File: config.mk
export PLATFORM = sky130hd
export DESIGN_NAME = binary_to_bcd_encoder
export DESIGN_NICKNAME = d
export VERILOG_FILES = /design/src/rtl/binary_to_bcd_encoder.sv
export SDC_FILE = /design/constraint.sdc
export NUM_CORES = 1
export LEC_CHECK = 0
export CORE_UTILIZATION = 45
export DETAILED_ROUTE_END_ITERATION = 10
export PLACE_DENSITY = 0.7
export SLEW_MARGIN = 20
export SYNTH_ARGS = -nofsm -noshare
export SYNTH_HDL_FRONTEND = slang
export SYNTH_SLANG_ARGS = --single-unit
File: constraint.sdc
create_clock -name clock -period 2.11 [get_ports clock]
set_input_delay 0.422 -clock clock [delete_from_list [all_inputs] [get_ports clock]]
set_output_delay 0.422 -clock clock [all_outputs]
set_load 0.02 [all_outputs]
File: src/rtl/binary_to_bcd_encoder.sv
// Iterative shift-add-3 converter: 8-bit ALU result plus flags -> Units/Tens/Hundreds BCD.
// Optional macro SIGNED_INPUT_EN: Binary is two's complement, magnitude converted, Negative output added.
module binary_to_bcd_encoder #(
    parameter bit HOLD_OUTPUT = 1'b1
) (
    input  logic       clock,
    input  logic       reset,
    input  logic       start,
    input  logic [7:0] Binary,
    input  logic       Overflow_in,
    input  logic       Carry_in,
    output logic       busy,
    output logic       done,
    output logic [3:0] Units,
    output logic [3:0] Tens,
    output logic [1:0] Hundreds,
    output logic       Zero,
    output logic       Overflow,
    output logic       Carry_out,
`ifdef SIGNED_INPUT_EN
    output logic       Negative,
`endif
    output logic       fsm_state
);
    // Handshake: start is sampled only while busy=0; an accepted start holds busy high for
    // 8 cycles, then done pulses for one cycle as the result and flags update together.
    typedef enum logic {IDLE = 1'b0, SHIFT = 1'b1} state_t;

    state_t     state, state_next;
    logic [2:0] count;
    logic [7:0] operand, operand_next, magnitude;
    logic [9:0] scratch, scratch_next;
    logic [3:0] adj_units, adj_tens;
    logic       ov_cap, cy_cap, last_iter;
`ifdef SIGNED_INPUT_EN
    logic       neg_cap;
`endif

    always_ff @(posedge clock) begin
        if (reset) state <= IDLE;
        else       state <= state_next;
    end

    always_comb begin
        state_next = state;
        case (state)
            IDLE:    if (start) state_next = SHIFT;
            SHIFT:   if (last_iter) state_next = IDLE;
            default: state_next = IDLE;
        endcase
    end

    always_comb begin
        busy      = (state == SHIFT);
        fsm_state = state;
    end

    always_comb begin
`ifdef SIGNED_INPUT_EN
        magnitude = Binary[7] ? (~Binary + 8'd1) : Binary;
`else
        magnitude = Binary;
`endif
        last_iter    = (state == SHIFT) && (count == 3'd7);
        adj_units    = (scratch[3:0] >= 4'd5) ? scratch[3:0] + 4'd3 : scratch[3:0];
        adj_tens     = (scratch[7:4] >= 4'd5) ? scratch[7:4] + 4'd3 : scratch[7:4];
        // Top scratch bit falls off: Hundreds never needs more than two bits for 8-bit input.
        scratch_next = {scratch[8], adj_tens, adj_units, operand[7]};
        operand_next = {operand[6:0], 1'b0};
    end

    always_ff @(posedge clock) begin
        if (reset) begin
            count     <= 3'd0;
            operand   <= 8'd0;
            scratch   <= 10'd0;
            ov_cap    <= 1'b0;
            cy_cap    <= 1'b0;
            done      <= 1'b0;
            Units     <= 4'd0;
            Tens      <= 4'd0;
            Hundreds  <= 2'd0;
            Zero      <= 1'b0;
            Overflow  <= 1'b0;
            Carry_out <= 1'b0;
`ifdef SIGNED_INPUT_EN
            neg_cap   <= 1'b0;
            Negative  <= 1'b0;
`endif
        end else begin
            done <= 1'b0;
            case (state)
                IDLE: begin
                    if (start) begin
                        operand <= magnitude;
                        scratch <= 10'd0;
                        ov_cap  <= Overflow_in;
                        cy_cap  <= Carry_in;
                        count   <= 3'd0;
`ifdef SIGNED_INPUT_EN
                        neg_cap <= Binary[7];
`endif
                        if (!HOLD_OUTPUT) begin
                            Units     <= 4'd0;
                            Tens      <= 4'd0;
                            Hundreds  <= 2'd0;
                            Zero      <= 1'b0;
                            Overflow  <= 1'b0;
                            Carry_out <= 1'b0;
`ifdef SIGNED_INPUT_EN
                            Negative  <= 1'b0;
`endif
                        end
                    end
                end
                SHIFT: begin
                    operand <= operand_next;
                    scratch <= scratch_next;
                    count   <= count + 3'd1;
                    if (last_iter) begin
                        Units     <= scratch_next[3:0];
                        Tens      <= scratch_next[7:4];
                        Hundreds  <= scratch_next[9:8];
                        Zero      <= (scratch_next == 10'd0);
                        Overflow  <= ov_cap;
                        Carry_out <= cy_cap;
                        done      <= 1'b1;
`ifdef SIGNED_INPUT_EN
                        Negative  <= neg_cap;
`endif
                    end
                end
                default: ;
            endcase
        end
    end
endmodule

==> run_1/clock_wires.png <==
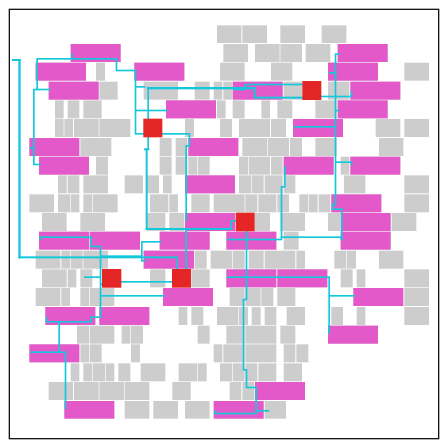
[flip-flops] magenta | count: 37
[clock-net drivers] red | count: 5
[clock wires] cyan | length: 433 µm
flops lie: all over the die
routed clock nets: 6

==> run_1/ff_map.png <==
Other sequential cells in the stronger grey, the rest of the logic in the fainter grey.
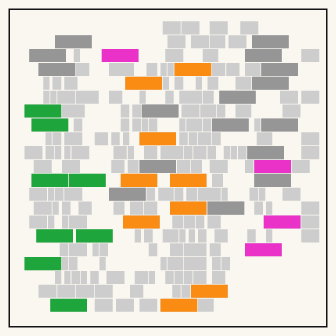
[Tens] magenta | placed flops: 4
[scratch] orange | placed flops: 9
[operand] green | placed flops: 8

==> impl_results.html, run 1 <==
<h2>Implementation results</h2>
<table>
<tr><th>Metric</th><th>Value</th></tr>
<tr><th colspan="2">CTS</th></tr>
<tr><td>Clk sinks</td><td>37</td></tr>
<tr><td>Clock buffers created by TritonCTS</td><td>5</td></tr>
<tr><td>Setup bufs post-CTS</td><td>0</td></tr>
<tr><td># H-tree levels</td><td>2</td></tr>
<tr><td>Skew-Pair Late Insertion Delay</td><td>0.34 ns</td></tr>
<tr><td>Root Buffer Master</td><td>clkbuf_4</td></tr>
<tr><th colspan="2">Finish</th></tr>
<tr><td>Share of cells above drive strength 1</td><td>0.0845</td></tr>
<tr><td>Final-layout fill cell count</td><td>a little under 300</td></tr>
<tr><td>Number of diodes added for antenna fixing</td><td>0</td></tr>
<tr><td>Fin area</td><td>about 0.0020 mm²</td></tr>
<tr><td>Final Net Count</td><td>231</td></tr>
<tr><th colspan="2">Status</th></tr>
<tr><td>Status</td><td>finished, final reports clean</td></tr>
<tr><th colspan="2">Floorplan</th></tr>
<tr><td>Chip area</td><td>0.00384 mm²</td></tr>
<tr><td>Num ports</td><td>29</td></tr>
<tr><td>Chip height</td><td>62.0 µm</td></tr>
<tr><td>Horizontal die size</td><td>62.0 µm</td></tr>
<tr><td>Placeable core region</td><td>0.00339 mm²</td></tr>
<tr><td>Core Util at FP</td><td>0.478</td></tr>
<tr><td>Count of standard-cell rows</td><td>21</td></tr>
<tr><th colspan="2">Job</th></tr>
<tr><td>Total tool warning count</td><td>28</td></tr>
<tr><td>Number of max-capacitance violations reported</td><td>0</td></tr>
<tr><th colspan="2">Synthesis</th></tr>
<tr><td>Ranking of synthesized cells by instance count</td><td>37 x dfxtp_1, 25 x a21oi_1, 24 x nor2_1, 12 x mux2i_1, 10 x o21ai_0</td></tr>
<tr><td>Post-synth EDFFs</td><td>0</td></tr>
<tr><td>Post-Synthesis Cell Area</td><td>around 0.0016 mm²</td></tr>
<tr><td>Unique masters post-synth</td><td>29</td></tr>
<tr><td>Flip-flop cell with the highest count after synthesis</td><td>dfxtp_1</td></tr>
<tr><td>Most popular library cell in the synthesized design by count</td><td>dfxtp_1</td></tr>
<tr><td>Tally of yosys warning messages</td><td>0</td></tr>
<tr><td>Area leader, netlist</td><td>dfxtp_1</td></tr>
<tr><td>Cells after Synth</td><td>183</td></tr>
<tr><td>Yosys cell count</td><td>183</td></tr>
<tr><td>Area of the synthesized netlist per yosys stat</td><td>around 0.0016 mm²</td></tr>
<tr><th colspan="2">GRT</th></tr>
<tr><td>Number of antenna violations at the first check in global routing</td><td>0</td></tr>
<tr><td>Sum of overflow across all layers after global routing</td><td>0</td></tr>
<tr><td>Largest net degree at the start of global routing</td><td>20</td></tr>
<tr><th colspan="2">Timing</th></tr>
<tr><td>Pins over their slew limit</td><td>0</td></tr>
<tr><td>Upper clock frequency limit</td><td>0.495 GHz</td></tr>
<tr><td>Final-report hold violation count</td><td>0</td></tr>
<tr><td>Clock Skews</td><td>0.0122 ns</td></tr>
<tr><td>Setup total negative slack</td><td>0 ns</td></tr>
<tr><td># setup viols final</td><td>0</td></tr>
<tr><th colspan="2">Place</th></tr>
<tr><td>Placed cell areas</td><td>around 0.0019 mm²</td></tr>
<tr><td>Port Buffer Count</td><td>28</td></tr>
<tr><td>Weighted congestion reported at the end of routability-driven placement</td><td>slightly above 0.8</td></tr>
<tr><th colspan="2">Route</th></tr>
<tr><td>Violation tally from detailed-route iteration zero</td><td>51</td></tr>
<tr><td># DRC</td><td>0</td></tr>
<tr><td>DRT Pass-1 Iters</td><td>5</td></tr>
<tr><th colspan="2">Setup path</th></tr>
<tr><td>Kind of end point of the critical path</td><td>primary output</td></tr>
<tr><th colspan="2">Pwr</th></tr>
<tr><td>Power consumption</td><td>1.24 mW</td></tr>
<tr><td>Power density of the placed cells</td><td>~620 mW/mm²</td></tr>
</table>
==> run_1/congestion_map.png <==
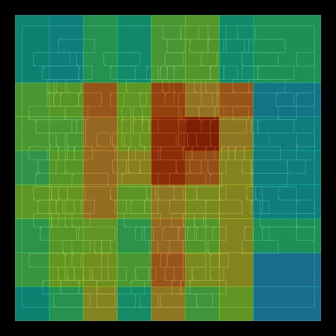
gr usage total: 0.193
global routing met3 resource utilization: 0.0663
most crowded layer after global routing: met2
detailed-route wire length per cell: 12.8 µm
met2 global-route usage: 0.321

==> run_1/floorplan.png <==
Pins as bars on the die edge. Tap cells in grey.
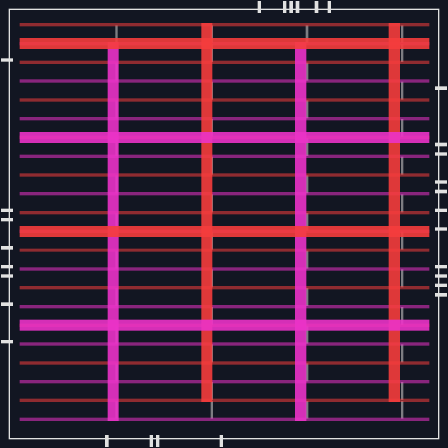
[VSS] magenta
[VDD] red
met4 straps: 4
met5 straps: 4
tap cells: 46

-- run 1: per-stage QoR --
stage	util	std cells	worst slack, ns	hold slack (ns)
6_report	0.594	259	0.0878	0.468
5_1_grt	0.594	259	0.00436	0.510
4_1_cts	0.594	259	0.0630	0.479
3_5_place_dp	0.574	251	0.303	0.453
3_3_place_gp	0.574	251	0.364	0.441
2_1_floorplan	-	183	0.617	0.442
-- run 1: path summary, 6_finish.rpt --
kind                                start                       to  slack (ns)  cells after the start
setup / recovery          busy$_SDFF_PP0_                fsm_state        0.09                      1
hold / removal       Tens[2]$_SDFFE_PP0P_     Tens[2]$_SDFFE_PP0P_        0.47                      2
hold reg to reg      Tens[2]$_SDFFE_PP0P_     Tens[2]$_SDFFE_PP0P_        0.47                      2
setup reg to reg  scratch[1]$_SDFFE_PP0P_  scratch[2]$_SDFFE_PP0P_        0.44                      7
-- run 1: state kept, by name, indices dropped and copies added (netlist names) --
signal,flops
count,3
ov_cap,1
Units,4
done,1
Hundreds,2
Tens,4
operand,8
Carry_out,1
Overflow,1
busy,1
scratch,9
cy_cap,1
Zero,1
-- run 1: logic make-up after synthesis --
family | Yosys count | share of synthesized area
AND/OR/NAND/NOR | 63 | 0.200
buffers and inverters | 17 | 0.0456
AND-OR/OR-AND | 46 | 0.165
XOR/XNOR | 2 | 0.0108
flip-flops | 37 | 0.457
multiplexers | 12 | 0.0742
adder cells (fa/ha/maj) | 6 | 0.0464
-- run 1: power by group --
group          switching [mW]  internal [mW]
combinational          0.0569         0.0559
clock                   0.237          0.163
sequential             0.0137          0.714
total                   0.308          0.932
-- run 1: routing by layer --
metal,up-vias,wire length (µm)
met1,624,1480
met4,0,85
li1,694,-
met2,36,1610
met3,10,148
met5,-,0
-- run 1: layout by cell type (no fill, tap or decap), types with 2 or more instances in the layout --
cell type	count
dfxtp_1	37
clkdlybuf4s50_1	28
a21oi_1	25
nor2_1	24
mux2i_1	12
o21ai_0	10
nor3b_1	9
nand2_1	9
a22o_1	6
ha_1	6
buf_4	6
inv_1	5
nor3_1	5
clkbuf_4	5
nand2b_1	4
nand3_1	3
or3b_2	2
xnor2_1	2
nor2b_1	2
a31oi_1	2
-- run 1: layout make-up --
| class | count | area share |
|---|---|---|
| clock inverter | 2 | 0.00684 |
| multi-input combinational | 129 | 0.400 |
| clock buffer | 6 | 0.0255 |
| inverter | 5 | 0.00933 |
| tap | 46 | 0.0286 |
| timing repair buffer | 34 | 0.162 |
| sequential | 37 | 0.368 |
==> run_1/class_map.png <==
Bar = 20 µm.
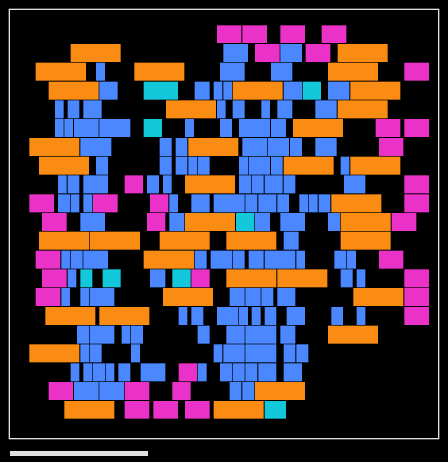

==> run 2, diff against run 1 <==
--- a/config.mk
+++ b/config.mk
@@ -5,6 +5,7 @@
 export SDC_FILE = /design/constraint.sdc
 export NUM_CORES = 1
 export LEC_CHECK = 0
+export CORE_ASPECT_RATIO = 0.8
 export CORE_UTILIZATION = 45
 export DETAILED_ROUTE_END_ITERATION = 10
 export PLACE_DENSITY = 0.7
==> constraint.sdc (replaced) <==
create_clock -name clock -period 1.9 [get_ports clock]
set_input_delay 0.38 -clock clock [delete_from_list [all_inputs] [get_ports clock]]
set_output_delay 0.38 -clock clock [all_outputs]
set_load 0.02 [all_outputs]
==> run_2/class_map.png <==
Bar = 20 µm.
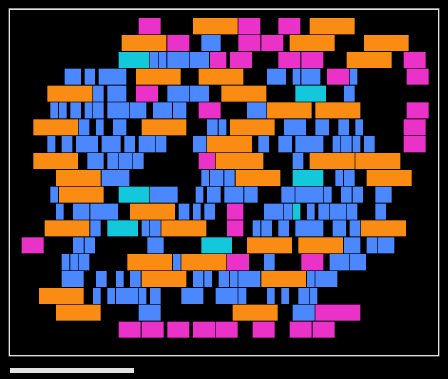
[remaining logic cells] blue | cells: 134 | share of their area: 42%
[registers] orange | cells: 37 | share of their area: 37%
[remaining buffers and delay cells] magenta | cells: 33 | share of their area: 17%
[clock drivers and dummy loads] cyan | cells: 7 | share of their area: 4.3%

==> run_2/congestion_map.png <==
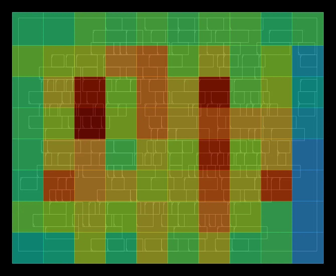
Core Util, Final: 0.595
met1 track demand over resource: 0.249
global routing met3 resource utilization: 0.0652
met2 global-route usage: 0.326

==> run 2 against run 1 <==
Global-route usage is 0.76 points higher; worst hold slack worse by 0.0052 ns; critical path type unchanged; combinational power is about 20% higher; utilization is 0.18 points higher; largest power group unchanged.
==> impl_results.html, run 2 <==
<h2>Implementation results</h2>
<table>
<tr><th>Metric</th><th>Value</th></tr>
<tr><th colspan="2">Synthesis</th></tr>
<tr><td>Flip-flop cell with the highest count after synthesis</td><td>dfxtp_1</td></tr>
<tr><td>Unique masters post-synth</td><td>29</td></tr>
<tr><td>Ranking of synthesized cells by instance count</td><td>37 x dfxtp_1, 25 x a21oi_1, 24 x nor2_1, 12 x mux2i_1, 10 x o21ai_0</td></tr>
<tr><th colspan="2">Setup path</th></tr>
<tr><td>Kind of end point of the critical path</td><td>primary output</td></tr>
<tr><td>Source of the worst register-to-register timing path</td><td>scratch[0]$_SDFFE_PP0P_</td></tr>
<tr><th colspan="2">Finish</th></tr>
<tr><td>Final-layout fill cell count</td><td>322</td></tr>
<tr><td>Number of diodes added for antenna fixing</td><td>0</td></tr>
<tr><td>Biggest regs</td><td>scratch x9, operand x8</td></tr>
<tr><th colspan="2">Pwr</th></tr>
<tr><td>Power density of the placed cells</td><td>about 730 mW/mm²</td></tr>
<tr><td>Portion of total power attributed to combinational logic</td><td>0.087</td></tr>
<tr><th colspan="2">Floorplan</th></tr>
<tr><td>Chip height</td><td>between 50 and 60 µm</td></tr>
<tr><td>Core Util at FP</td><td>0.473</td></tr>
<tr><td>Count of standard-cell rows</td><td>19</td></tr>
<tr><td>Placeable core region</td><td>0.00342 mm²</td></tr>
<tr><td>Chip area</td><td>0.00384 mm²</td></tr>
<tr><th colspan="2">GRT</th></tr>
<tr><td>Number of antenna violations at the first check in global routing</td><td>0</td></tr>
<tr><th colspan="2">CTS</th></tr>
<tr><td># H-tree levels</td><td>2</td></tr>
<tr><td>Clk sinks</td><td>37</td></tr>
<tr><th colspan="2">Timing</th></tr>
<tr><td># setup viols final</td><td>0</td></tr>
<tr><td>Final-report hold violation count</td><td>0</td></tr>
<tr><th colspan="2">Hold path</th></tr>
<tr><td>HP Start</td><td>Tens[3]$_SDFFE_PP0P_</td></tr>
<tr><th colspan="2">Route</th></tr>
<tr><td>Detailed-route wire length per cell</td><td>approximately 14 µm</td></tr>
<tr><th colspan="2">Place</th></tr>
<tr><td>Cell Count Post-Placement</td><td>about 250</td></tr>
<tr><th colspan="2">Status</th></tr>
<tr><td>Status</td><td>finished, final reports clean</td></tr>
</table>
==> run_2/floorplan.png <==
Pins as bars on the die edge. Tap cells in grey.
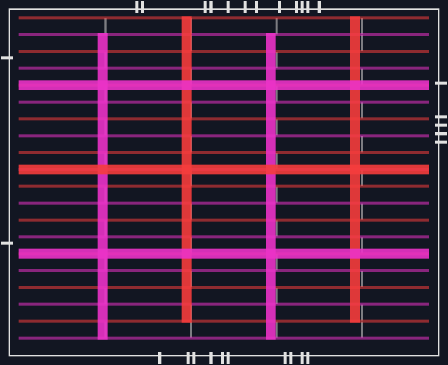
[VDD] red
[VSS] magenta
tap cells: 42
signal pins: 29
met1 rails: 20
met4 straps: 4
rows: 19

==> run 2: cell counts after synthesis <==
Identical to the previous run, type by type.
==> run 2: kinds of logic (layout without fill, tap and decap cells) <==
kind of cell	after synthesis	in the layout	share of synthesized area
DFF	37	37	0.457
AOI/OAI and AO/OA	46	46	0.165
muxes	12	12	0.0742
and+or+nand+nor	63	63	0.200
buffers and inverters	17	45	0.0456
xor gates and xnor gates	2	2	0.0108
adders and majority gates	6	6	0.0464
==> run 2: final timing paths <==
path | to | slack (ns) | cells past startpoint
worst max-delay path | busy | 0.17 | 1
worst min-delay path | Tens[3]$_SDFFE_PP0P_ | 0.46 | 2
worst max register to register | scratch[2]$_SDFFE_PP0P_ | 0.25 | 7
worst min register to register | Tens[3]$_SDFFE_PP0P_ | 0.46 | 2
==> run 2: layer usage <==
layer | up-vias | wire length, µm | GRT usage
li1 | 692 | - | -
met1 | 647 | 1680 | 0.249
met2 | 15 | 1710 | 0.326
met3 | 5 | 71 | 0.0652
met4 | 0 | 52 | 0.0787
met5 | - | 0 | 0
==> run 2: cell type report <==
cell class | count | area (µm²) | share of cell area
Clock buffer | 7 | 86.3 | 0.0424
Multi-Input combinational cell | 129 | 808 | 0.397
Inverter | 5 | 18.8 | 0.00921
Tap cell | 42 | 52.6 | 0.0258
Sequential cell | 37 | 742 | 0.364
Timing Repair Buffer | 33 | 330 | 0.162
==> run 2: worst min-delay path, stage by stage, from the launching register on <==
cell and delay [ns]:
dfxtp_1 0.33, nand2_1 0.04, o21ai_0 0.06
==> run 2: repair_timing <==
action / in CTS / in global routing
endpoints found under the setup margin: 0 / 15
buffers inserted: 0 / 0
gates resized: 0 / 2
==> run 2: power by group through the flow <==
stage	combinational (mW)	clock [mW]	sequential [mW]
final	0.130	0.547	0.808
after floorplan	0.0776	0	0.821
after global placement	0.124	0	0.824
after CTS	0.130	0.557	0.807
after detailed placement	0.129	0	0.825
after global routing	0.143	0.607	0.810
Power figures rest on the tool's default switching activity, not on a simulated workload.
